<file path="src/rtl/posit_unpack_pipe.sv">
// -----------------------------------------------------------------------------
// posit_unpack_pipe
//   Two-stage pipelined posit field extractor. Feeds the one-hot decoder that
//   builds regime/fraction masks from out_rlen.
//
//   Stage 1 registers sign, zero/NaR flags and the two's-complement magnitude.
//   Stage 2 decodes regime run length, exponent and fraction from that
//   magnitude and registers the result fields.
//
// Parameters
//   N   posit width (>= 8)
//   ES  exponent field width (0..3)
//   RW = $clog2(N), SW = $clog2(N)+ES+1, FW = N-2-ES (derived)
//
// Ports
//   clk, rst_n             clock (rising edge), async active-low reset
//   in_valid/in_ready      input handshake, in_posit = N-bit posit word
//   out_valid/out_ready    output handshake
//   out_sign/zero/nar      sign bit, input==0, input==NaR
//   out_scale [SW]         signed scale k*2^ES + e
//   out_frac  [FW]         {1'b1, fraction}, left-aligned, zero-padded
//   out_rlen  [RW]         regime run length (0 for zero/NaR)
//   nar_sticky             only when POSIT_UNPACK_NAR_STICKY_EN is defined:
//                          set by an output transfer of a NaR, cleared by reset
// -----------------------------------------------------------------------------
module posit_unpack_pipe #(
    parameter  int N  = 16,
    parameter  int ES = 1,
    localparam int RW = $clog2(N),
    localparam int SW = $clog2(N) + ES + 1,
    localparam int FW = N - 2 - ES
) (
    input  logic                 clk,
    input  logic                 rst_n,
    input  logic                 in_valid,
    output logic                 in_ready,
    input  logic [N-1:0]         in_posit,
    output logic                 out_valid,
    input  logic                 out_ready,
    output logic                 out_sign,
    output logic                 out_zero,
    output logic                 out_nar,
    output logic signed [SW-1:0] out_scale,
    output logic [FW-1:0]        out_frac,
    output logic [RW-1:0]        out_rlen
`ifdef POSIT_UNPACK_NAR_STICKY_EN
    ,
    output logic                 nar_sticky
`endif
);

    // ---------------- handshake ----------------
    logic w_s2_adv;
    logic w_s1_adv;

    logic r_s1_valid;
    logic r_out_valid;

    // Output stage moves when empty or being drained; stage 1 moves when
    // empty or when the output stage moves, so a full pipe still accepts a
    // word in the same cycle the consumer takes one.
    assign w_s2_adv = !r_out_valid || out_ready;
    assign w_s1_adv = !r_s1_valid || w_s2_adv;
    assign in_ready = w_s1_adv;

    // ---------------- stage 1 ----------------
    logic         r_s1_sign;
    logic         r_s1_zero;
    logic         r_s1_nar;
    logic [N-2:0] r_s1_mag;
    logic [N-2:0] w_mag;

    // Low N-1 bits of the negation depend only on the low N-1 input bits;
    // bit N-1 of the magnitude is only ever set for NaR, which is flagged.
    assign w_mag = in_posit[N-1] ? -in_posit[N-2:0] : in_posit[N-2:0];

    always_ff @(posedge clk or negedge rst_n) begin
        if (!rst_n) begin
            r_s1_valid <= 1'b0;
            r_s1_sign  <= 1'b0;
            r_s1_zero  <= 1'b0;
            r_s1_nar   <= 1'b0;
            r_s1_mag   <= '0;
        end else if (w_s1_adv) begin
            r_s1_valid <= in_valid;
            if (in_valid) begin
                r_s1_sign <= in_posit[N-1];
                r_s1_zero <= (in_posit == '0);
                r_s1_nar  <= (in_posit == {1'b1, {(N-1){1'b0}}});
                r_s1_mag  <= w_mag;
            end
        end
    end

    // ---------------- stage 2 decode ----------------
    logic          w_r;
    logic          w_run;
    logic [RW-1:0] w_rlen;
    logic [RW-1:0] w_shamt;
    logic [N-4:0]  w_rem;
    logic signed [SW-1:0] w_rlen_s;
    logic signed [SW-1:0] w_k;
    logic signed [SW-1:0] w_e_ext;
    logic signed [SW-1:0] w_scale;
    logic [FW-1:0] w_frac;

    assign w_r = r_s1_mag[N-2];

    // Leading run length of bits equal to the regime bit.
    always_comb begin
        w_rlen = '0;
        w_run  = 1'b1;
        for (int i = N - 2; i >= 0; i--) begin
            if (w_run && (r_s1_mag[i] == w_r))
                w_rlen = w_rlen + RW'(1);
            else
                w_run = 1'b0;
        end
    end

    // Regime plus terminator occupy rlen+1 bits starting at N-2, so the
    // exponent starts at bit N-3-rlen. Shifting the low N-3 bits left by
    // rlen-1 puts that bit at the top of w_rem; bits past the LSB shift in
    // as 0. Shift amounts >= N-3 empty the vector entirely.
    assign w_shamt = w_rlen - RW'(1);
    assign w_rem   = r_s1_mag[N-4:0] << w_shamt;

    generate
        if (ES > 0) begin : g_exp
            assign w_e_ext = SW'(w_rem[N-4 -: ES]);
        end else begin : g_noexp
            assign w_e_ext = '0;
        end
    endgenerate

    assign w_frac   = {1'b1, w_rem[N-4-ES:0]};
    assign w_rlen_s = {{(SW-RW){1'b0}}, w_rlen};
    assign w_k      = w_r ? (w_rlen_s - SW'(1)) : -w_rlen_s;
    assign w_scale  = (w_k <<< ES) + w_e_ext;

    // ---------------- stage 2 register ----------------
    logic                 r_sign;
    logic                 r_zero;
    logic                 r_nar;
    logic signed [SW-1:0] r_scale;
    logic [FW-1:0]        r_frac;
    logic [RW-1:0]        r_rlen;

    always_ff @(posedge clk or negedge rst_n) begin
        if (!rst_n) begin
            r_out_valid <= 1'b0;
            r_sign      <= 1'b0;
            r_zero      <= 1'b0;
            r_nar       <= 1'b0;
            r_scale     <= '0;
            r_frac      <= '0;
            r_rlen      <= '0;
        end else if (w_s2_adv) begin
            r_out_valid <= r_s1_valid;
            // Fields only load with a real word so they hold their last
            // value across bubbles.
            if (r_s1_valid) begin
                r_sign <= r_s1_sign;
                r_zero <= r_s1_zero;
                r_nar  <= r_s1_nar;
                if (r_s1_zero || r_s1_nar) begin
                    r_scale <= '0;
                    r_frac  <= '0;
                    r_rlen  <= '0;
                end else begin
                    r_scale <= w_scale;
                    r_frac  <= w_frac;
                    r_rlen  <= w_rlen;
                end
            end
        end
    end

    assign out_valid = r_out_valid;
    assign out_sign  = r_sign;
    assign out_zero  = r_zero;
    assign out_nar   = r_nar;
    assign out_scale = r_scale;
    assign out_frac  = r_frac;
    assign out_rlen  = r_rlen;

`ifdef POSIT_UNPACK_NAR_STICKY_EN
    logic r_nar_sticky;

    always_ff @(posedge clk or negedge rst_n) begin
        if (!rst_n)
            r_nar_sticky <= 1'b0;
        else if (r_out_valid && out_ready && r_nar)
            r_nar_sticky <= 1'b1;
    end

    assign nar_sticky = r_nar_sticky;
`endif

endmodule

</file>
<file path="config.mk">
export PLATFORM = sky130hd
export DESIGN_NAME = posit_unpack_pipe
export DESIGN_NICKNAME = d
export VERILOG_FILES = /design/src/rtl/posit_unpack_pipe.sv
export SDC_FILE = /design/constraint.sdc
export NUM_CORES = 1
export LEC_CHECK = 0
export ABC_AREA = 1
export CORE_MARGIN = 4
export CORE_UTILIZATION = 40
export DETAILED_ROUTE_END_ITERATION = 7
export GPL_TIMING_DRIVEN = 0
export SYNTH_ARGS = -nofsm -noshare
export SYNTH_HDL_FRONTEND = slang
export SYNTH_SLANG_ARGS = --single-unit
</file>
<file path="constraint.sdc">
create_clock -name clk -period 5.8 [get_ports clk]
set_input_delay 0.58 -clock clk [delete_from_list [all_inputs] [get_ports clk]]
set_output_delay 0.58 -clock clk [all_outputs]
set_load 0.02 [all_outputs]
</file>
m3.png
Scale bar: 20 um. Cells faint in the background.
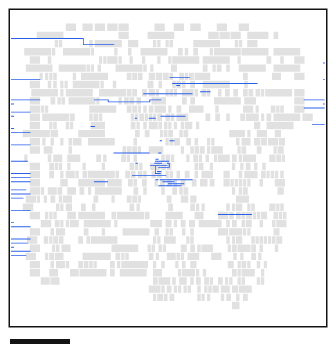
nets with wire on the layer = 46
wire length on this layer = 350 um
main direction = horizontal

congestion_map.png
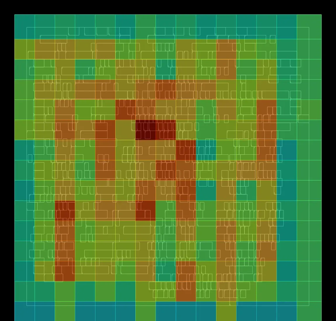
met1 track demand over resource in global routing: 23.4%
average wire per standard cell: 12.5 um

m2.png
Scale bar: 20 um. Cells faint in the background.
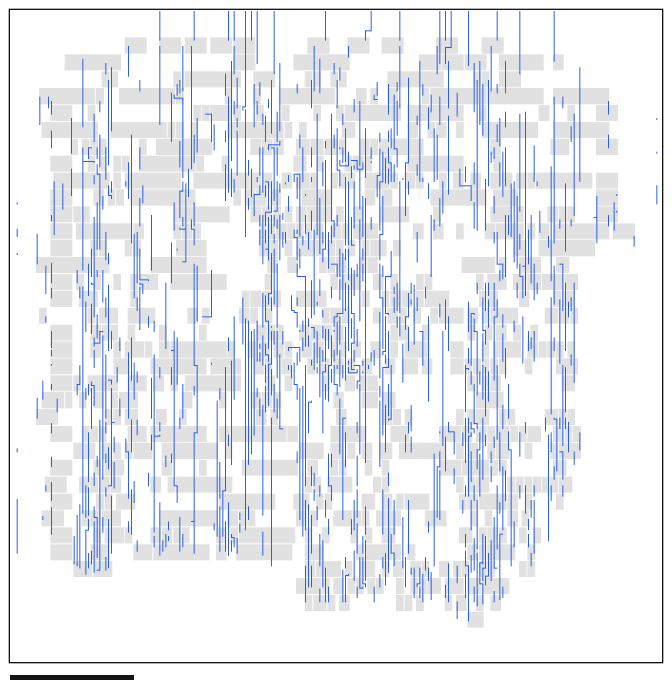
wire length on this layer = 4160 um
share of all routed wire = 46%
nets with wire on the layer = 518
main direction = vertical
longest straight run = 42.5 um
global routing usage on met2: 28.5%
vias after detailed routing: 3686
wire length reported by the detailed router: 9130 um

m1.png
Scale bar: 20 um.
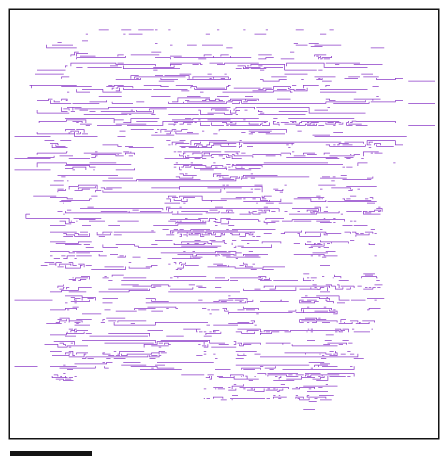
share of all routed wire = 49%
nets with wire on the layer = 588
main direction = horizontal
wire length on this layer = 4500 um

==> datasheet_impl.txt <==
Table: implementation figures

Parameter                              Value

Flow run
  Count of warning messages emitted by the tools .................. 27
  Max-Cap Viols .................. 0

Placement
  Number of I/O port buffers .................. around 46
  Weighted congestion reported at the end of routability-driven placement .................. between 0.8 and 0.9
  Total half-perimeter wirelength after legalization and detailed placement .................. about 7200 um
  Area after DPL .................. between 4000 and 5000 um2

Setup path
  Depth of the worst register-to-register path .................. approximately 40
  Category of the most critical setup path .................. register to register
  Timing startpoint of the critical path .................. r_s1_mag[14]
  Number of buffers and inverters on the critical path .................. 6
  Gate family responsible for the most delay along the worst path .................. simple AND/OR/NAND/NOR gates
  Critical Path Sink Type .................. register
  Delay of the slowest cell on the worst path .................. between 300 and 400 ps
  Worst EP arrival .................. 5490 ps
  Setup crit start kind .................. register
  Critical-path maximum fanout .................. 10
  Cell repeated most along the worst path .................. sky130_fd_sc_hd__nand2_1
  Critical path depth in cells .................. 40
  Worst reg2reg startpoint .................. r_s1_mag[14]
  Slowest-stage cell, CP .................. sky130_fd_sc_hd__dfrtp_1
  R2r endpoint .................. out_frac[10]
  Crit path required time .................. 6000 ps
  Critical path capture point .................. out_frac[10]
  Worst R2R Setup Slack .................. just over 500 ps

Pwr
  Share of total power in combinational logic .................. 64.6%
  Net switching power of the design .................. ~0.95 mW
  Power in the clock group .................. between 0.15 and 0.2 mW
  Top pwr grp .................. combinational cells
  Total power draw .................. between 1.5 and 2 mW
  Proportion of power drawn by flip-flops and latches .................. 25.1%
  Combinational logic power .................. roughly 1.3 mW
  Internal cell power .................. a little under 1 mW
  Standby leakage power .................. around 2.3 nW
  Power Density .................. 430 nW/um2
  Worst VDD drop .................. approximately 190 uV
  Switching Share .................. about 50%
  Share of total power in the clock network .................. 10.3%
  Flip-flop and latch power .................. approximately 0.48 mW

Yosys
  Main area contributors after synthesis .................. sky130_fd_sc_hd__dfrtp_1 31%, sky130_fd_sc_hd__nand2_1 18%, sky130_fd_sc_hd__nand3_1 10%
  Yosys chip area .................. 3760 um2
  Flops after synth .................. around 46
  Total cells reported by yosys after synthesis .................. around 560
  Number of library cell types mapped by synthesis .................. 35
  Aoi share .................. 9.01%
  Fraction of synthesized cell area in xor and xnor cells .................. under 10%
  Adders+Majority by Area .................. 3.66%
  Mapped cell area .................. 3760 um2
  Ys Warns .................. 0
  Dominant combinational family .................. simple AND/OR/NAND/NOR gates
  Mux frac, synth .................. 0%
  Number of flops mapped to enable cells by yosys .................. 0
  Cell type with the largest total area .................. sky130_fd_sc_hd__dfrtp_1
  Sequential element share of the synthesized area .................. 30.6%
  Synth Area per Inst .................. ~6.7 um2
  Leading register cell type out of synthesis .................. sky130_fd_sc_hd__dfrtp_1
  Simple-gate share of the synthesized area .................. a little over two fifths
  Post-synthesis net count .................. 595
  Async set or reset register ratio after synthesis .................. 100%
  Area share, top type .................. ~31%
  Mapped Cells .................. 564

Layout
  Antenna Diode Count .................. 0
  Filler Cells Inserted .................. between 900 and 1000
  Count of nets after finishing .................. approximately 650
  Area growth from synthesis to final layout .................. 19.1%
  Ratio of cells with drive above 1 in the final layout .................. between 10% and 20%
  Largest register by flop count .................. r_s1_mag
  Commonest non-fill, non-tap cells in the layout .................. 180 x sky130_fd_sc_hd__nand2_1, 76 x sky130_fd_sc_hd__nand3_1, 57 x sky130_fd_sc_hd__inv_1
  Highest-count logic cell in the final layout .................. sky130_fd_sc_hd__nand2_1
  Largest register FFs .................. 15
  Final Instance Area .................. 4480 um2

Floorplanning
  Overall die area .................. approximately 11000 um2
  Width of the die .................. between 100 and 150 um
  Total I/O pin count .................. 48
  Number of core rows .................. 35
  Die Y-Extent .................. roughly 110 um
  Init Core Util .................. around two fifths
  Floorplan core area .................. a little over 9000 um2

GRT
  Remaining Overflow, GRT .................. 0
  Global router's overall resource usage .................. 17.0%
  GR peak layer .................. met2
  Number of global-route vias before repair .................. about 3600
  Number of antenna violations at the first check in global routing .................. 0
  Largest net degree at the start of global routing .................. 41
  Wire length of the first global-routing pass .................. 16000 um
  Met3 capacity usage during global routing .................. under 10%

STA
  Actual transition at the worst max-transition pin .................. between 500 and 600 ps
  Max frequency .................. around 0.19 GHz
  Post-route minimum period .................. approximately 5300 ps
  Worst hold slack after final layout .................. ~110 ps
  Final hold violations .................. 0
  Number of setup violations in the final report .................. 0
  Worst setup skew after layout .................. ~9 ps
  Max-slew headroom at the worst pin .................. about two thirds
  Final sum of negative setup slack .................. 0 ps
  Fin crit share .................. between 90% and 100%
  Number of max-slew violations in the final report .................. 0

Clock network
  Clock Root Buffer .................. sky130_fd_sc_hd__clkbuf_8
  Clock Latency Late Sink .................. 300 ps
  Clock transition time at the flip-flop clock pins of the worst setup and hold paths .................. about 90 ps
  CTS tree .................. built
  CTS sink cnt .................. 46
  Hold buffers post-CTS .................. 0
  Clock H-tree levels .................. 2
  Buffer levels on the longest clock path .................. 2
  Total clock buffers created by CTS .................. 5

Route
  WL met1 .................. between 4000 and 5000 um
  Detailed-routed wire length on met2 .................. between 4000 and 5000 um
  Drt drc .................. 0
  Metal3 WL .................. approximately 350 um
  Count of nets left with antenna violations after detail routing .................. 0
  Number of detailed-route iterations in the first pass .................. 7
  Via-per-instance ratio .................. 5.04
  DR iter-0 viols .................. about 170
  Uppermost metal layer occupied by signal nets .................. met4

Outcome
  Run status .................. completed

Hold path
  Worst hold path class .................. input port to async pin
area by class of cell:
class	instances	area, um2	share of cell area, %
Timing Repair Buffer	48	483	10.8
Clock inverter	2	13.8	0.307
Inverter	65	244	5.44
Multi-Input combinational cell	435	2270	50.6
Tap cell	111	139	3.10
Sequential cell	46	1150	25.7
Buffer	18	113	2.51
Clock buffer	6	72.6	1.62
logic make-up (layout without fill, tap and decap cells):
| family | Yosys count | count (layout) |
|---|---|---|
| compound gates | 60 | 60 |
| xor+xnor | 16 | 16 |
| buf+inv | 83 | 139 |
| flops | 46 | 46 |
| simple gates | 348 | 348 |
| fa+ha+maj | 11 | 11 |
synth_stat cells (5+ instances only):
master / number
sky130_fd_sc_hd__nand3_1: 76
sky130_fd_sc_hd__nand3_2: 8
sky130_fd_sc_hd__o21ai_0: 40
sky130_fd_sc_hd__nand2_4: 6
sky130_fd_sc_hd__inv_1: 57
sky130_fd_sc_hd__nand2_1: 180
sky130_fd_sc_hd__a21oi_1: 5
sky130_fd_sc_hd__o21ai_1: 6
sky130_fd_sc_hd__inv_2: 8
sky130_fd_sc_hd__nand2_2: 24
sky130_fd_sc_hd__dfrtp_1: 46
sky130_fd_sc_hd__xnor2_1: 8
sky130_fd_sc_hd__xor2_1: 8
sky130_fd_sc_hd__clkbuf_1: 8
sky130_fd_sc_hd__nor2_1: 32
sky130_fd_sc_hd__ha_1: 11
stage by stage:
step / std cells / util [%] / setup slack (ps)
5_1_grt: 731 / 48.8 / -19.9
6_report: 731 / 48.8 / 506
3_5_place_dp: 722 / 47.6 / 126
3_3_place_gp: 721 / 47.4 / 213
2_1_floorplan: 564 / - / 830
4_1_cts: 730 / 48.5 / 104
timing repair:
item,4_1_cts,5_1_grt
endpoints found under the setup margin,0,14
gates resized,0,10
buffers inserted,0,1
Power figures rest on the tool's default switching activity, not on a simulated workload.
